[src/rtl/obstacle_pkg.sv]
`default_nettype none
// ============================================================================
//  Module      : obstacle_pkg
//  Description : Shared definitions for the obstacle producer and the
//                game-logic/collision consumer: slot count, field widths,
//                inactive-slot codes, playfield bounds, game modes and the
//                obstacle FSM state type.
//  Revision    : 1.0  initial release
// ============================================================================
package obstacle_pkg;

    localparam int NUM_OBS = 10;    // obstacle slots on the packed buses
    localparam int X_W     = 10;    // x coordinate width
    localparam int Y_W     = 9;     // y coordinate width

    // Inactive slot code; chosen so the consumer's overlap test never hits.
    localparam logic [X_W-1:0] X_NONE = '1;    // 1023
    localparam logic [Y_W-1:0] Y_NONE = '1;    // 511

    // Playfield vertical limits, shared with the consumer.
    localparam int UPPER_BOUND = 20;
    localparam int LOWER_BOUND = 460;

    // Shared game mode encoding.
    localparam logic [1:0] GM_INITIAL = 2'b00;
    localparam logic [1:0] GM_INGAME  = 2'b01;
    localparam logic [1:0] GM_PAUSED  = 2'b10;
    localparam logic [1:0] GM_ENDED   = 2'b11;

    typedef enum logic [1:0] {
        S_IDLE   = 2'd0,
        S_SCROLL = 2'd1,
        S_SPAWN  = 2'd2
    } obs_state_t;

endpackage : obstacle_pkg
`default_nettype wire

[src/rtl/obstacle_generator_lfsr16.sv]
`default_nettype none
// ============================================================================
//  Module      : lfsr16
//  Description : 16-bit Galois LFSR, polynomial x^16+x^14+x^13+x^11
//                (right-shifting, toggle mask 16'hB400).
//  Ports       : clk  - clock
//                rst  - synchronous active-high load of seed
//                en   - advance one step this clock
//                seed - load value (must be nonzero)
//                q    - current LFSR state
//  Revision    : 1.0  initial release
// ============================================================================
module lfsr16 (
    input  logic        clk,
    input  logic        rst,
    input  logic        en,
    input  logic [15:0] seed,
    output logic [15:0] q
);

    localparam logic [15:0] c_TAPS = 16'hB400;

    logic [15:0] r_q;

    always_ff @(posedge clk) begin
        if (rst) begin
            r_q <= seed;
        end else if (en) begin
            r_q <= {1'b0, r_q[15:1]} ^ (r_q[0] ? c_TAPS : 16'h0000);
        end
    end

    assign q = r_q;

endmodule : lfsr16
`default_nettype wire

[src/rtl/obstacle_generator.sv]
`default_nettype none
// ============================================================================
//  Module      : obstacle_generator
//  Description : Spawns, scrolls and retires up to NUM_OBS rectangular
//                obstacles, publishing them on packed buses for the
//                collision block. One frame_tick starts a SCROLL then SPAWN
//                sequence; scroll results appear one cycle after the tick
//                edge, spawn results two cycles after.
//  Ports       : clk              - system clock
//                rst              - synchronous active-high reset
//                gamemode[1:0]    - 00 initial, 01 in-game, 10 paused, 11 ended
//                frame_tick       - one-cycle pulse per video frame
//                obstacle_x[199:0]- slot k: [k*20+:10] x_left, [k*20+10+:10] x_right
//                obstacle_y[179:0]- slot k: [k*18+:9] y_top, [k*18+9+:9] y_bottom
//                obstacles_passed - retired obstacle count, saturating at 255
//                busy             - high while the FSM is not idle
//  Options     : OBSTACLE_SPEEDUP_EN - scroll step grows by 1 every 8
//                successful spawns, capped at 12.
//  Revision    : 1.0  initial release
// ============================================================================
module obstacle_generator
    import obstacle_pkg::*;
#(
    parameter int          SCREEN_W       = 640,
    parameter int          OBS_WIDTH      = 40,
    parameter int          OBS_HEIGHT     = 60,
    parameter int          SCROLL_SPEED   = 4,
    parameter int          SPAWN_INTERVAL = 90,
    parameter logic [15:0] LFSR_SEED      = 16'hACE1
) (
    input  logic         clk,
    input  logic         rst,
    input  logic [1:0]   gamemode,
    input  logic         frame_tick,
    output logic [199:0] obstacle_x,
    output logic [179:0] obstacle_y,
    output logic [7:0]   obstacles_passed,
    output logic         busy
);

    localparam int c_CNT_W = (SPAWN_INTERVAL > 1) ? $clog2(SPAWN_INTERVAL) : 1;

    localparam logic [c_CNT_W-1:0] c_CNT_LAST  = c_CNT_W'(SPAWN_INTERVAL - 1);
    localparam logic [c_CNT_W-1:0] c_CNT_ONE   = c_CNT_W'(1);
    localparam logic [X_W-1:0]     c_SPAWN_XL  = X_W'(SCREEN_W);
    localparam logic [X_W-1:0]     c_SPAWN_XR  = X_W'(SCREEN_W + OBS_WIDTH - 1);
    localparam logic [Y_W-1:0]     c_Y_MIN     = Y_W'(UPPER_BOUND);
    localparam logic [Y_W-1:0]     c_Y_TOP_MAX = Y_W'(LOWER_BOUND - OBS_HEIGHT + 1);
    localparam logic [Y_W-1:0]     c_Y_SPAN    = Y_W'(OBS_HEIGHT - 1);

    // ------------------------------------------------------------------
    // Control
    // ------------------------------------------------------------------
    logic       w_clear;     // reset or initial mode: wipe everything
    logic       w_run;       // in-game: slots and counters may change
    obs_state_t r_state;
    obs_state_t w_state_nxt;
    logic       w_do_scroll;
    logic       w_do_spawn;

    assign w_clear = rst || (gamemode == GM_INITIAL);
    assign w_run   = (gamemode == GM_INGAME);

    always_ff @(posedge clk) begin
        if (w_clear) begin
            r_state <= S_IDLE;
        end else begin
            r_state <= w_state_nxt;
        end
    end

    // Ticks are only accepted from idle; once a sequence starts it runs to
    // completion regardless of mode, so pausing just parks the FSM in idle.
    always_comb begin
        w_state_nxt = r_state;
        case (r_state)
            S_IDLE:   if (frame_tick && w_run) w_state_nxt = S_SCROLL;
            S_SCROLL: w_state_nxt = S_SPAWN;
            S_SPAWN:  w_state_nxt = S_IDLE;
            default:  w_state_nxt = S_IDLE;
        endcase
    end

    // A sequence step finishing while paused/ended does not touch state.
    assign w_do_scroll = (r_state == S_SCROLL) && w_run;
    assign w_do_spawn  = (r_state == S_SPAWN)  && w_run;
    assign busy        = (r_state != S_IDLE);

    // ------------------------------------------------------------------
    // Random source for the spawn height
    // ------------------------------------------------------------------
    logic [15:0] w_lfsr;
    logic        w_unused_lfsr;

    lfsr16 u_lfsr (
        .clk  (clk),
        .rst  (w_clear),
        .en   (1'b1),
        .seed (LFSR_SEED),
        .q    (w_lfsr)
    );

    assign w_unused_lfsr = &{1'b0, w_lfsr[15:9]};

    // ------------------------------------------------------------------
    // Spawn timing
    // ------------------------------------------------------------------
    logic [c_CNT_W-1:0]   r_cnt;
    logic                 w_attempt;
    logic                 w_spawn_ok;
    logic [NUM_OBS-1:0]   r_valid;
    logic [NUM_OBS-1:0]   w_sel;
    logic                 w_seen;

    assign w_attempt  = w_do_spawn && (r_cnt == c_CNT_LAST);
    assign w_spawn_ok = w_attempt && !(&r_valid);

    always_ff @(posedge clk) begin
        if (w_clear) begin
            r_cnt <= '0;
        end else if (w_do_spawn) begin
            r_cnt <= (r_cnt == c_CNT_LAST) ? '0 : (r_cnt + c_CNT_ONE);
        end
    end

    // One-hot select of the lowest-index free slot.
    always_comb begin
        w_sel  = '0;
        w_seen = 1'b0;
        for (int k = 0; k < NUM_OBS; k++) begin
            if (!r_valid[k] && !w_seen) begin
                w_sel[k] = 1'b1;
                w_seen   = 1'b1;
            end
        end
    end

    // ------------------------------------------------------------------
    // Scroll step
    // ------------------------------------------------------------------
    logic [X_W-1:0] w_step;

`ifdef OBSTACLE_SPEEDUP_EN
    localparam logic [X_W-1:0] c_STEP_MAX = X_W'(12);
    localparam logic [X_W-1:0] c_STEP_ONE = X_W'(1);

    logic [X_W-1:0] r_step;
    logic [2:0]     r_spawn_mod8;

    always_ff @(posedge clk) begin
        if (w_clear) begin
            r_step       <= X_W'(SCROLL_SPEED);
            r_spawn_mod8 <= 3'd0;
        end else if (w_spawn_ok) begin
            r_spawn_mod8 <= r_spawn_mod8 + 3'd1;
            if ((r_spawn_mod8 == 3'd7) && (r_step < c_STEP_MAX)) begin
                r_step <= r_step + c_STEP_ONE;
            end
        end
    end

    assign w_step = r_step;
`else
    assign w_step = X_W'(SCROLL_SPEED);
`endif

    // ------------------------------------------------------------------
    // Per-slot scroll results and new-obstacle height
    // ------------------------------------------------------------------
    logic [X_W-1:0] r_xl [NUM_OBS];
    logic [X_W-1:0] r_xr [NUM_OBS];
    logic [Y_W-1:0] r_yt [NUM_OBS];
    logic [Y_W-1:0] r_yb [NUM_OBS];

    logic [X_W-1:0]     w_xl_sc [NUM_OBS];
    logic [X_W-1:0]     w_xr_sc [NUM_OBS];
    logic [NUM_OBS-1:0] w_retire;
    logic [3:0]         w_ret_n;

    // Compare before subtract so nothing wraps below zero.
    always_comb begin
        w_retire = '0;
        w_ret_n  = 4'd0;
        for (int k = 0; k < NUM_OBS; k++) begin
            w_retire[k] = r_valid[k] && (r_xr[k] < w_step);
            w_xr_sc[k]  = r_xr[k] - w_step;
            w_xl_sc[k]  = (r_xl[k] < w_step) ? '0 : (r_xl[k] - w_step);
            w_ret_n     = w_ret_n + {3'b000, w_retire[k]};
        end
    end

    logic [Y_W-1:0] w_y_lo;
    logic [Y_W-1:0] w_ytop;
    logic [Y_W-1:0] w_ybot;

    // Clamp the random top into the band; the lower clamp compares the top
    // directly against its maximum so the 9-bit sum cannot overflow.
    assign w_y_lo = (w_lfsr[8:0] < c_Y_MIN) ? c_Y_MIN : w_lfsr[8:0];
    assign w_ytop = (w_y_lo > c_Y_TOP_MAX) ? c_Y_TOP_MAX : w_y_lo;
    assign w_ybot = w_ytop + c_Y_SPAN;

    // ------------------------------------------------------------------
    // Slot registers
    // ------------------------------------------------------------------
    always_ff @(posedge clk) begin
        if (w_clear) begin
            for (int k = 0; k < NUM_OBS; k++) begin
                r_xl[k] <= X_NONE;
                r_xr[k] <= X_NONE;
                r_yt[k] <= Y_NONE;
                r_yb[k] <= Y_NONE;
            end
            r_valid <= '0;
        end else begin
            for (int k = 0; k < NUM_OBS; k++) begin
                if (w_do_scroll && r_valid[k]) begin
                    if (w_retire[k]) begin
                        r_xl[k]    <= X_NONE;
                        r_xr[k]    <= X_NONE;
                        r_yt[k]    <= Y_NONE;
                        r_yb[k]    <= Y_NONE;
                        r_valid[k] <= 1'b0;
                    end else begin
                        r_xl[k] <= w_xl_sc[k];
                        r_xr[k] <= w_xr_sc[k];
                    end
                end else if (w_spawn_ok && w_sel[k]) begin
                    r_xl[k]    <= c_SPAWN_XL;
                    r_xr[k]    <= c_SPAWN_XR;
                    r_yt[k]    <= w_ytop;
                    r_yb[k]    <= w_ybot;
                    r_valid[k] <= 1'b1;
                end
            end
        end
    end

    // ------------------------------------------------------------------
    // Retired-obstacle score counter
    // ------------------------------------------------------------------
    logic [7:0] r_passed;
    logic [8:0] w_pass_sum;

    assign w_pass_sum = {1'b0, r_passed} + {5'b00000, w_ret_n};

    always_ff @(posedge clk) begin
        if (w_clear) begin
            r_passed <= 8'd0;
        end else if (w_do_scroll) begin
            r_passed <= w_pass_sum[8] ? 8'hFF : w_pass_sum[7:0];
        end
    end

    assign obstacles_passed = r_passed;

    // ------------------------------------------------------------------
    // Bus packing
    // ------------------------------------------------------------------
    always_comb begin
        obstacle_x = '0;
        obstacle_y = '0;
        for (int k = 0; k < NUM_OBS; k++) begin
            obstacle_x[k*20      +: 10] = r_xl[k];
            obstacle_x[k*20 + 10 +: 10] = r_xr[k];
            obstacle_y[k*18      +: 9]  = r_yt[k];
            obstacle_y[k*18 + 9  +: 9]  = r_yb[k];
        end
    end

endmodule : obstacle_generator
`default_nettype wire
[config.mk]
export PLATFORM = sky130hd
export DESIGN_NAME = obstacle_generator
export DESIGN_NICKNAME = d
export VERILOG_FILES = /design/src/rtl/obstacle_pkg.sv /design/src/rtl/obstacle_generator_lfsr16.sv /design/src/rtl/obstacle_generator.sv
export SDC_FILE = /design/constraint.sdc
export NUM_CORES = 1
export LEC_CHECK = 0
export CORE_ASPECT_RATIO = 0.75
export CORE_MARGIN = 2
export CORE_UTILIZATION = 35
export CTS_BUF_LIST = sky130_fd_sc_hd__clkbuf_16
export DETAILED_ROUTE_END_ITERATION = 10
export PLACE_DENSITY = 0.66
export SLEW_MARGIN = 10
export SYNTH_ARGS = -nofsm -noshare
export SYNTH_HDL_FRONTEND = slang
export SYNTH_SLANG_ARGS = --single-unit
[constraint.sdc]
create_clock -name clk -period 11.8 [get_ports clk]
set_input_delay 3.54 -clock clk [delete_from_list [all_inputs] [get_ports clk]]
set_output_delay 3.54 -clock clk [all_outputs]
set_load 0.1 [all_outputs]
### Register map, names as in the netlist

(1.5 px per um) Other sequential cells in the stronger grey, the rest of the logic in the fainter grey.
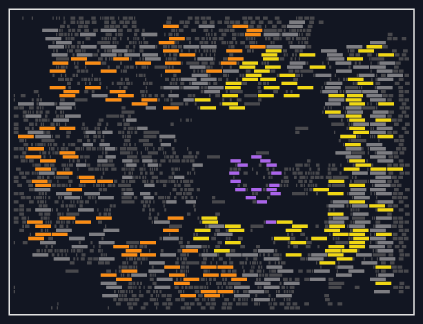
name in the netlist	colour	flops
u_lfsr.q	purple	16
r_yb	yellow	90
r_xr	orange	80
Layout Utilization: 46.5%
Seq group: 1650 uW
flop share of the area: 47.2%
Reg area: 0.0114 sq mm

### Placement by cell class

(2 px per um)
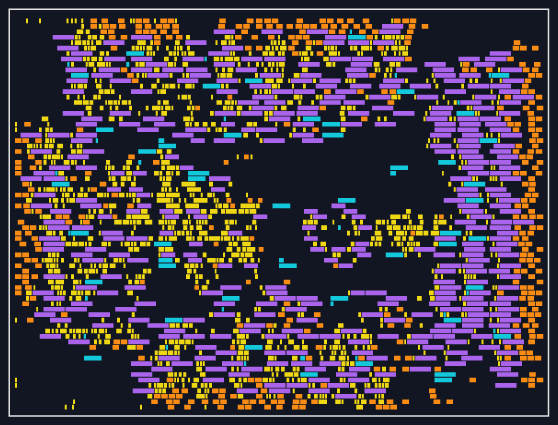
class	colour	cells	share of their area
clock drivers and dummy loads	cyan	74	5.7%
registers	purple	393	49%
remaining logic cells	yellow	1130	29%
remaining buffers and delay cells	orange	395	17%
Core Box Area: 0.0518 sq mm
post-route cell area: 0.0241 sq mm
Site Rows: 72

==> impl_metrics.py <==
# Synthesis and PnR figures
metrics = {
    "outcome": {
        "status": "finished, final reports clean",
    },
    "power_and_ir_drop": {
        "total_power_uw": 3780,
        "pg_comb_uw": 823,
        "power_density_mw_per_mm2": 157,
        "seqPwrFrac_pct": 43.8,
        "powerClk_uw": 1300,
        "switching_power_uw": 1290,
        "p_int_uw": 2480,
        "pwr-share-comb_pct": 21.8,
    },
    "setup_path": {
        "r2r_start": "r_xr[0][42]",
        "r2r-end": "obstacles_passed[6]",
        "cp.required_ns": 11.99,
        "critPathArrivalTime_ns": 6.66,
        "worstPathMaxFanout": 18,
        "path_cells": "clkdlybuf4s50_1 -> nand4bb_1 -> or4_4 -> or4_4 -> nand2_1",
        "crit_start": "gamemode[1]",
        "crit_type": "input port to flip-flop",
        "crit_top_cell": "or4_4",
    },
    "finish": {
        "clock_area_share_pct": 5.48,
        "drive_gt1_share_pct": 5.67,
        "nonClkBufAreaFrac_pct": 16.2,
        "logic_gates": 1057,
        "mostFrequentLayoutCell": "clkdlybuf4s50_1",
        "final_cell_mix": "373 x clkdlybuf4s50_1, 350 x edfxtp_1, 252 x nand2_1",
        "comb_share_pct": 26.4,
        "largestRegisters": "r_xl: 90 flops, r_yb: 90 flops, r_yt: 90 flops",
    },
    "logic_synthesis": {
        "adder_share_pct": 2.66,
        "xor_share_pct": 4.95,
        "synth_cell_types": 70,
        "top_area_cell": "edfxtp_1",
        "ys_cells": 1616,
        "area_leaders": "edfxtp_1 57%, nand2_1 5.1%, dfxtp_1 4.7%",
        "flop_cell": "edfxtp_1",
        "synth-seq-cells": 393,
    },
    "global_route": {
        "grt.met2_usage_pct": 30.7,
        "gr-usage-all-layers_pct": 19.1,
        "grt_pass1_wl_mm": 80.4,
        "grt_use_met3_pct": 3.98,
        "busiest_layer": "met2",
        "grt_pass1_vias": 13200,
    },
    "placed_design": {
        "gp_congestion": 0.817,
        "pre_cts_ws_ns": 4.73,
        "dp_cells": 2621,
    },
    "run": {
        "openroad.warnings": 27,
    },
    "drt": {
        "vias": 13800,
        "first_pass_iters": 5,
        "routed_wirelength_mm": 53.6,
        "routed-wl-met2_mm": 24.6,
    },
    "final_timing": {
        "tns_ns": 0,
        "setup_violations": 0,
        "post-route-period-util_pct": 54.8,
        "skew_ns": 0.0246,
        "period_minus_slack_ns": 6.47,
        "max_freq_mhz": 155,
        "max_slew_margin_pct": 20.7,
    },
    "min_path": {
        "hold_end": "u_lfsr.q[11]",
        "holdCritStartpoint": "u_lfsr.q[12]",
        "hold_path_class": "flip-flop to flip-flop",
    },
    "floorplanning": {
        "fp_util_pct": 35.6,
        "chipArea_sq_mm": 0.0545,
    },
    "clock_tree": {
        "ctsLongestPathBuffers": 3,
        "insertion_delay_ns": 0.56,
        "cts_made_buffers": 41,
    },
}
### Drive-strength map

(1.5 px per um)
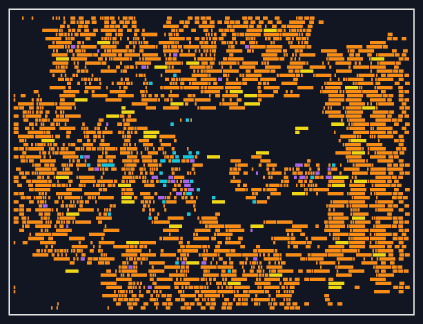
size	colour	cells
x1 and smaller	orange	1879
x6 and larger	yellow	49
x2	purple	34
x3 and x4	cyan	30
P&R area growth vs syn: 30.9%
Signal buffers: 395
Worst Slack Setup Final: 5.33 ns

No activity file was given, so power comes from the tool's default toggle rates.
